**config.mk**
```make
export PLATFORM = sky130hd
export DESIGN_NAME = a2d_seq_arb
export DESIGN_NICKNAME = d
export VERILOG_FILES = /design/src/rtl/a2d_seq_arb.sv
export SDC_FILE = /design/constraint.sdc
export NUM_CORES = 1
export LEC_CHECK = 0
export ABC_AREA = 1
export ABC_CLOCK_PERIOD_IN_PS = 1800
export CELL_PAD_IN_SITES_DETAIL_PLACEMENT = 1
export CELL_PAD_IN_SITES_GLOBAL_PLACEMENT = 2
export CORE_ASPECT_RATIO = 0.6
export CORE_UTILIZATION = 24
export DETAILED_ROUTE_END_ITERATION = 8
export GPL_ROUTABILITY_DRIVEN = 0
export GPL_TIMING_DRIVEN = 0
export PLACE_DENSITY = 0.92
export SLEW_MARGIN = 0
export SYNTH_ARGS = -nofsm -noshare
export SYNTH_HDL_FRONTEND = slang
export SYNTH_SLANG_ARGS = --single-unit
```
**constraint.sdc**
```tcl
create_clock -name clk -period 1.8 [get_ports clk]
set_input_delay 0.18 -clock clk [delete_from_list [all_inputs] [get_ports clk]]
set_output_delay 0.18 -clock clk [all_outputs]
set_load 0.01 [all_outputs]
```
**src/rtl/a2d_seq_arb.sv**
```systemverilog
// rtl/a2d_seq_arb.sv - IR emitter sweep sequencer with auxiliary A2D arbitration.
// Optional macro A2D_TIMEOUT_EN adds a conversion timeout and the sticky tmo_err output.
module a2d_seq_arb #(
  parameter int SETTLE_CYC = 4096,
  parameter int TMO_CYC    = 1023
) (
  input  logic        clk,
  input  logic        rst,
  input  logic        start,
  input  logic        aux_req,
  input  logic [2:0]  aux_chnnl,
  input  logic        cnv_cmplt,
  input  logic [11:0] A2D_res,
  output logic        strt_cnv,
  output logic [2:0]  chnnl,
  output logic        IR_in_en,
  output logic        IR_mid_en,
  output logic        IR_out_en,
  output logic        res_wr,
  output logic [2:0]  res_idx,
  output logic [11:0] res_data,
  output logic        aux_gnt,
  output logic        aux_vld,
  output logic [11:0] aux_res,
  output logic        sweep_done,
`ifdef A2D_TIMEOUT_EN
  output logic        tmo_err,
`endif
  output logic        busy
);

  typedef enum logic [2:0] {
    S_IDLE, S_ARB, S_SETTLE, S_CNV, S_WAIT, S_AUX_CNV, S_AUX_WAIT
  } state_t;

  localparam logic [15:0] SETTLE_LAST = 16'(SETTLE_CYC - 1);

  state_t      state_q, state_d;
  logic [15:0] cnt_q, cnt_d;
  logic [1:0]  pair_q, pair_d;
  logic        lr_q, lr_d;
  logic        pend_q, pend_d;
  logic        sweep_q, sweep_d;
  logic        served_q, served_d;
  logic [2:0]  aux_ch_q, aux_ch_d;
  logic        done_q, done_d;
  logic        tmo_hit, ir_done, aux_done, pair_act;

  function automatic logic [2:0] ir_chan(input logic [1:0] p, input logic l);
    case ({p, l})
      3'd0:    ir_chan = 3'd0;
      3'd1:    ir_chan = 3'd1;
      3'd2:    ir_chan = 3'd2;
      3'd3:    ir_chan = 3'd4;
      3'd4:    ir_chan = 3'd3;
      3'd5:    ir_chan = 3'd7;
      default: ir_chan = 3'd0;
    endcase
  endfunction

`ifdef A2D_TIMEOUT_EN
  localparam logic [15:0] TMO_LAST = 16'(TMO_CYC - 1);
  logic tmo_q, tmo_d;
  assign tmo_hit = (state_q == S_WAIT || state_q == S_AUX_WAIT) && !cnv_cmplt && (cnt_q == TMO_LAST);
  assign tmo_d   = tmo_q | (tmo_hit & ~rst);
  assign tmo_err = tmo_q;
  always_ff @(posedge clk) begin
    if (rst) tmo_q <= 1'b0;
    else     tmo_q <= tmo_d;
  end
`else
  assign tmo_hit = (TMO_CYC < 0);  // constant 0: WAIT holds until cnv_cmplt
`endif

  assign ir_done  = (state_q == S_WAIT) && (cnv_cmplt || tmo_hit);
  assign aux_done = (state_q == S_AUX_WAIT) && (cnv_cmplt || tmo_hit);

  always_ff @(posedge clk) begin
    if (rst) begin
      state_q  <= S_IDLE;
      cnt_q    <= 16'd0;
      pair_q   <= 2'd0;
      lr_q     <= 1'b0;
      pend_q   <= 1'b0;
      sweep_q  <= 1'b0;
      served_q <= 1'b0;
      aux_ch_q <= 3'd0;
      done_q   <= 1'b0;
    end else begin
      state_q  <= state_d;
      cnt_q    <= cnt_d;
      pair_q   <= pair_d;
      lr_q     <= lr_d;
      pend_q   <= pend_d;
      sweep_q  <= sweep_d;
      served_q <= served_d;
      aux_ch_q <= aux_ch_d;
      done_q   <= done_d;
    end
  end

  always_comb begin
    state_d  = state_q;
    cnt_d    = cnt_q;
    pair_d   = pair_q;
    lr_d     = lr_q;
    pend_d   = pend_q | start;
    sweep_d  = sweep_q;
    served_d = served_q;
    aux_ch_d = aux_ch_q;
    done_d   = 1'b0;
    case (state_q)
      S_IDLE: if (start || aux_req) state_d = S_ARB;
      S_ARB: begin
        // served_q limits aux to one conversion per pair boundary
        if (aux_req && !served_q) begin
          state_d  = S_AUX_CNV;
          served_d = 1'b1;
          aux_ch_d = aux_chnnl;
        end else if (sweep_q) begin
          state_d  = S_SETTLE;
          served_d = 1'b0;
          cnt_d    = 16'd0;
        end else if (pend_q) begin
          state_d  = S_SETTLE;
          pend_d   = start;
          sweep_d  = 1'b1;
          pair_d   = 2'd0;
          lr_d     = 1'b0;
          served_d = 1'b0;
          cnt_d    = 16'd0;
        end else begin
          state_d  = S_IDLE;
          served_d = 1'b0;
        end
      end
      S_SETTLE: begin
        if (cnt_q == SETTLE_LAST) begin
          state_d = S_CNV;
          cnt_d   = 16'd0;
        end else begin
          cnt_d = cnt_q + 16'd1;
        end
      end
      S_CNV: begin
        state_d = S_WAIT;
        cnt_d   = 16'd0;
      end
      S_WAIT: begin
        if (ir_done) begin
          if (!lr_q) begin
            lr_d    = 1'b1;
            state_d = S_CNV;
          end else begin
            lr_d    = 1'b0;
            state_d = S_ARB;
            if (pair_q == 2'd2) begin
              pair_d  = 2'd0;
              sweep_d = 1'b0;
              done_d  = 1'b1;
            end else begin
              pair_d = pair_q + 2'd1;
            end
          end
        end else begin
          cnt_d = cnt_q + 16'd1;
        end
      end
      S_AUX_CNV: begin
        state_d = S_AUX_WAIT;
        cnt_d   = 16'd0;
      end
      S_AUX_WAIT: begin
        if (aux_done) state_d = S_ARB;
        else          cnt_d   = cnt_q + 16'd1;
      end
      default: state_d = S_IDLE;
    endcase
  end

  // Strobes are gated by rst so an abort never reports the partial conversion
  always_comb begin
    pair_act   = (state_q == S_SETTLE) || (state_q == S_CNV) || (state_q == S_WAIT);
    busy       = (state_q != S_IDLE);
    strt_cnv   = (state_q == S_CNV) || (state_q == S_AUX_CNV);
    chnnl      = 3'd0;
    if (state_q == S_AUX_CNV || state_q == S_AUX_WAIT) chnnl = aux_ch_q;
    else if (state_q == S_CNV || state_q == S_WAIT)    chnnl = ir_chan(pair_q, lr_q);
    IR_in_en   = pair_act && (pair_q == 2'd0);
    IR_mid_en  = pair_act && (pair_q == 2'd1);
    IR_out_en  = pair_act && (pair_q == 2'd2);
    res_wr     = ir_done && !rst;
    res_idx    = res_wr ? {pair_q, lr_q} : 3'd0;
    res_data   = res_wr ? (cnv_cmplt ? A2D_res : 12'hFFF) : 12'd0;
    aux_gnt    = (state_q == S_ARB) && aux_req && !served_q && !rst;
    aux_vld    = aux_done && !rst;
    aux_res    = aux_vld ? (cnv_cmplt ? A2D_res : 12'hFFF) : 12'd0;
    sweep_done = done_q;
  end

endmodule

```
Routing congestion map:
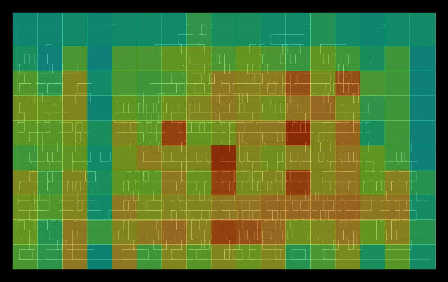
Most Used Layer, Global Route: met2
average detailed-routed wire length per instance: 13.7 um

==> summary.rpt <==
RUN METRICS
----------------------------------------------------
[Critical path]
  Arrival @ worst endpoint ........................ 1.59 ns
  Depth of the worst register-to-register path ........................ 12
  Timing startpoint of the critical path ........................ state_q[0]
  CP Launch Type ........................ flip-flop
  Flop-to-flop setup slack ........................ 0.06 ns

[Cells and area]
  Top cell class by occupied area ........................ logic gates
  Clk cell area share ........................ 0.0442
  Max FFs per register ........................ 16
  Comb gate area ........................ 1270 um2
  Leading registers by flop count ........................ cnt_q: 16 flops, aux_ch_q: 3 flops, state_q: 3 flops

[Outcome]
  Outcome ........................ completed

[Timing]
  Final hold vios ........................ 0
  Share of the cycle needed by the critical path after routing ........................ 0.983

[Synth]
  Total standard cell area after synthesis ........................ 1920 um2
  Async set-or-reset flop fraction in the synthesized netlist ........................ 0
  Top post-synthesis cells by count ........................ nand2_1 (74), nor2_1 (72), inv_1 (44), dfxtp_1 (29), nand3_1 (16)
  Yosys cell count ........................ 316
  Sequential cell area fraction in the yosys report ........................ 0.302
  Yosys chip area ........................ 1920 um2

[Route]
  Uppermost layer routed ........................ met4
  Via density per instance ........................ 4.52

[Clock network]
  Clock Root Buffer ........................ clkbuf_16
  Setup bufs post-CTS ........................ 9
  Num Clock Sinks ........................ 29
  Max Buffers Root-to-Sink ........................ 2
  Hold buffers post-CTS ........................ 0
  Number of instances resized during post-cts repair ........................ 134

[Global routing]
  Pin count of the biggest net entering global routing ........................ 11
  Global-route wire length before repair ........................ 10.5 mm

[Floorplanning]
  Placeable core area ........................ 7510 um2

[Placement]
  Cell total after placement ........................ 478

[Flow run]
  Maximum capacitance violations ........................ 0

[Worst hold path]
  Kind of path behind the tightest hold check ........................ reg -> reg

----------------------------------------------------
Where the registers sit:
Bar = 20 um. Other sequential cells in the stronger gray, the rest of the logic in the fainter gray.
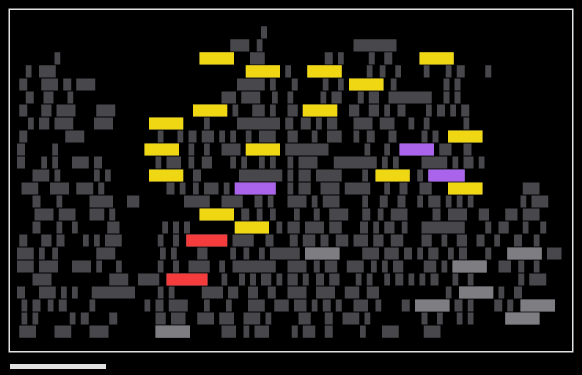
legend:
  red:
    name_in_the_netlist: pair_q
    sequential_cells: 2
  yellow:
    name_in_the_netlist: cnt_q
    sequential_cells: 16
  purple:
    name_in_the_netlist: state_q
    sequential_cells: 3
register fraction of the total cell area: 0.189
post-layout utilization of the core: 0.419
power consumed by sequential cells: 0.846 mW

[report_power, final]
part / internal [mW] / switching (mW) / total [mW] / leakage, nW
combinational: 0.794 / 1.06 / 1.85 / 1.15
sequential: 0.752 / 0.0938 / 0.846 / 0.238
clock: 0.507 / 0.296 / 0.802 / 0.0706
total: 2.05 / 1.45 / 3.50 / 1.46
[per-layer routing]
metal / vias up / GRT usage
li1: 1142 / -
met1: 1092 / 0.210
met2: 58 / 0.247
met3: 5 / 0.0430
met4: 0 / 0.0442
met5: - / 0
[cell families after synthesis]
kind of cell	synth area share
buffers and inverters	0.129
and+or+nand+nor	0.422
adders and majority gates	0.0455
DFF	0.302
AOI/OAI and AO/OA	0.0703
xor gates and xnor gates	0.0319
No activity file was given, so power comes from the tool's default toggle rates.
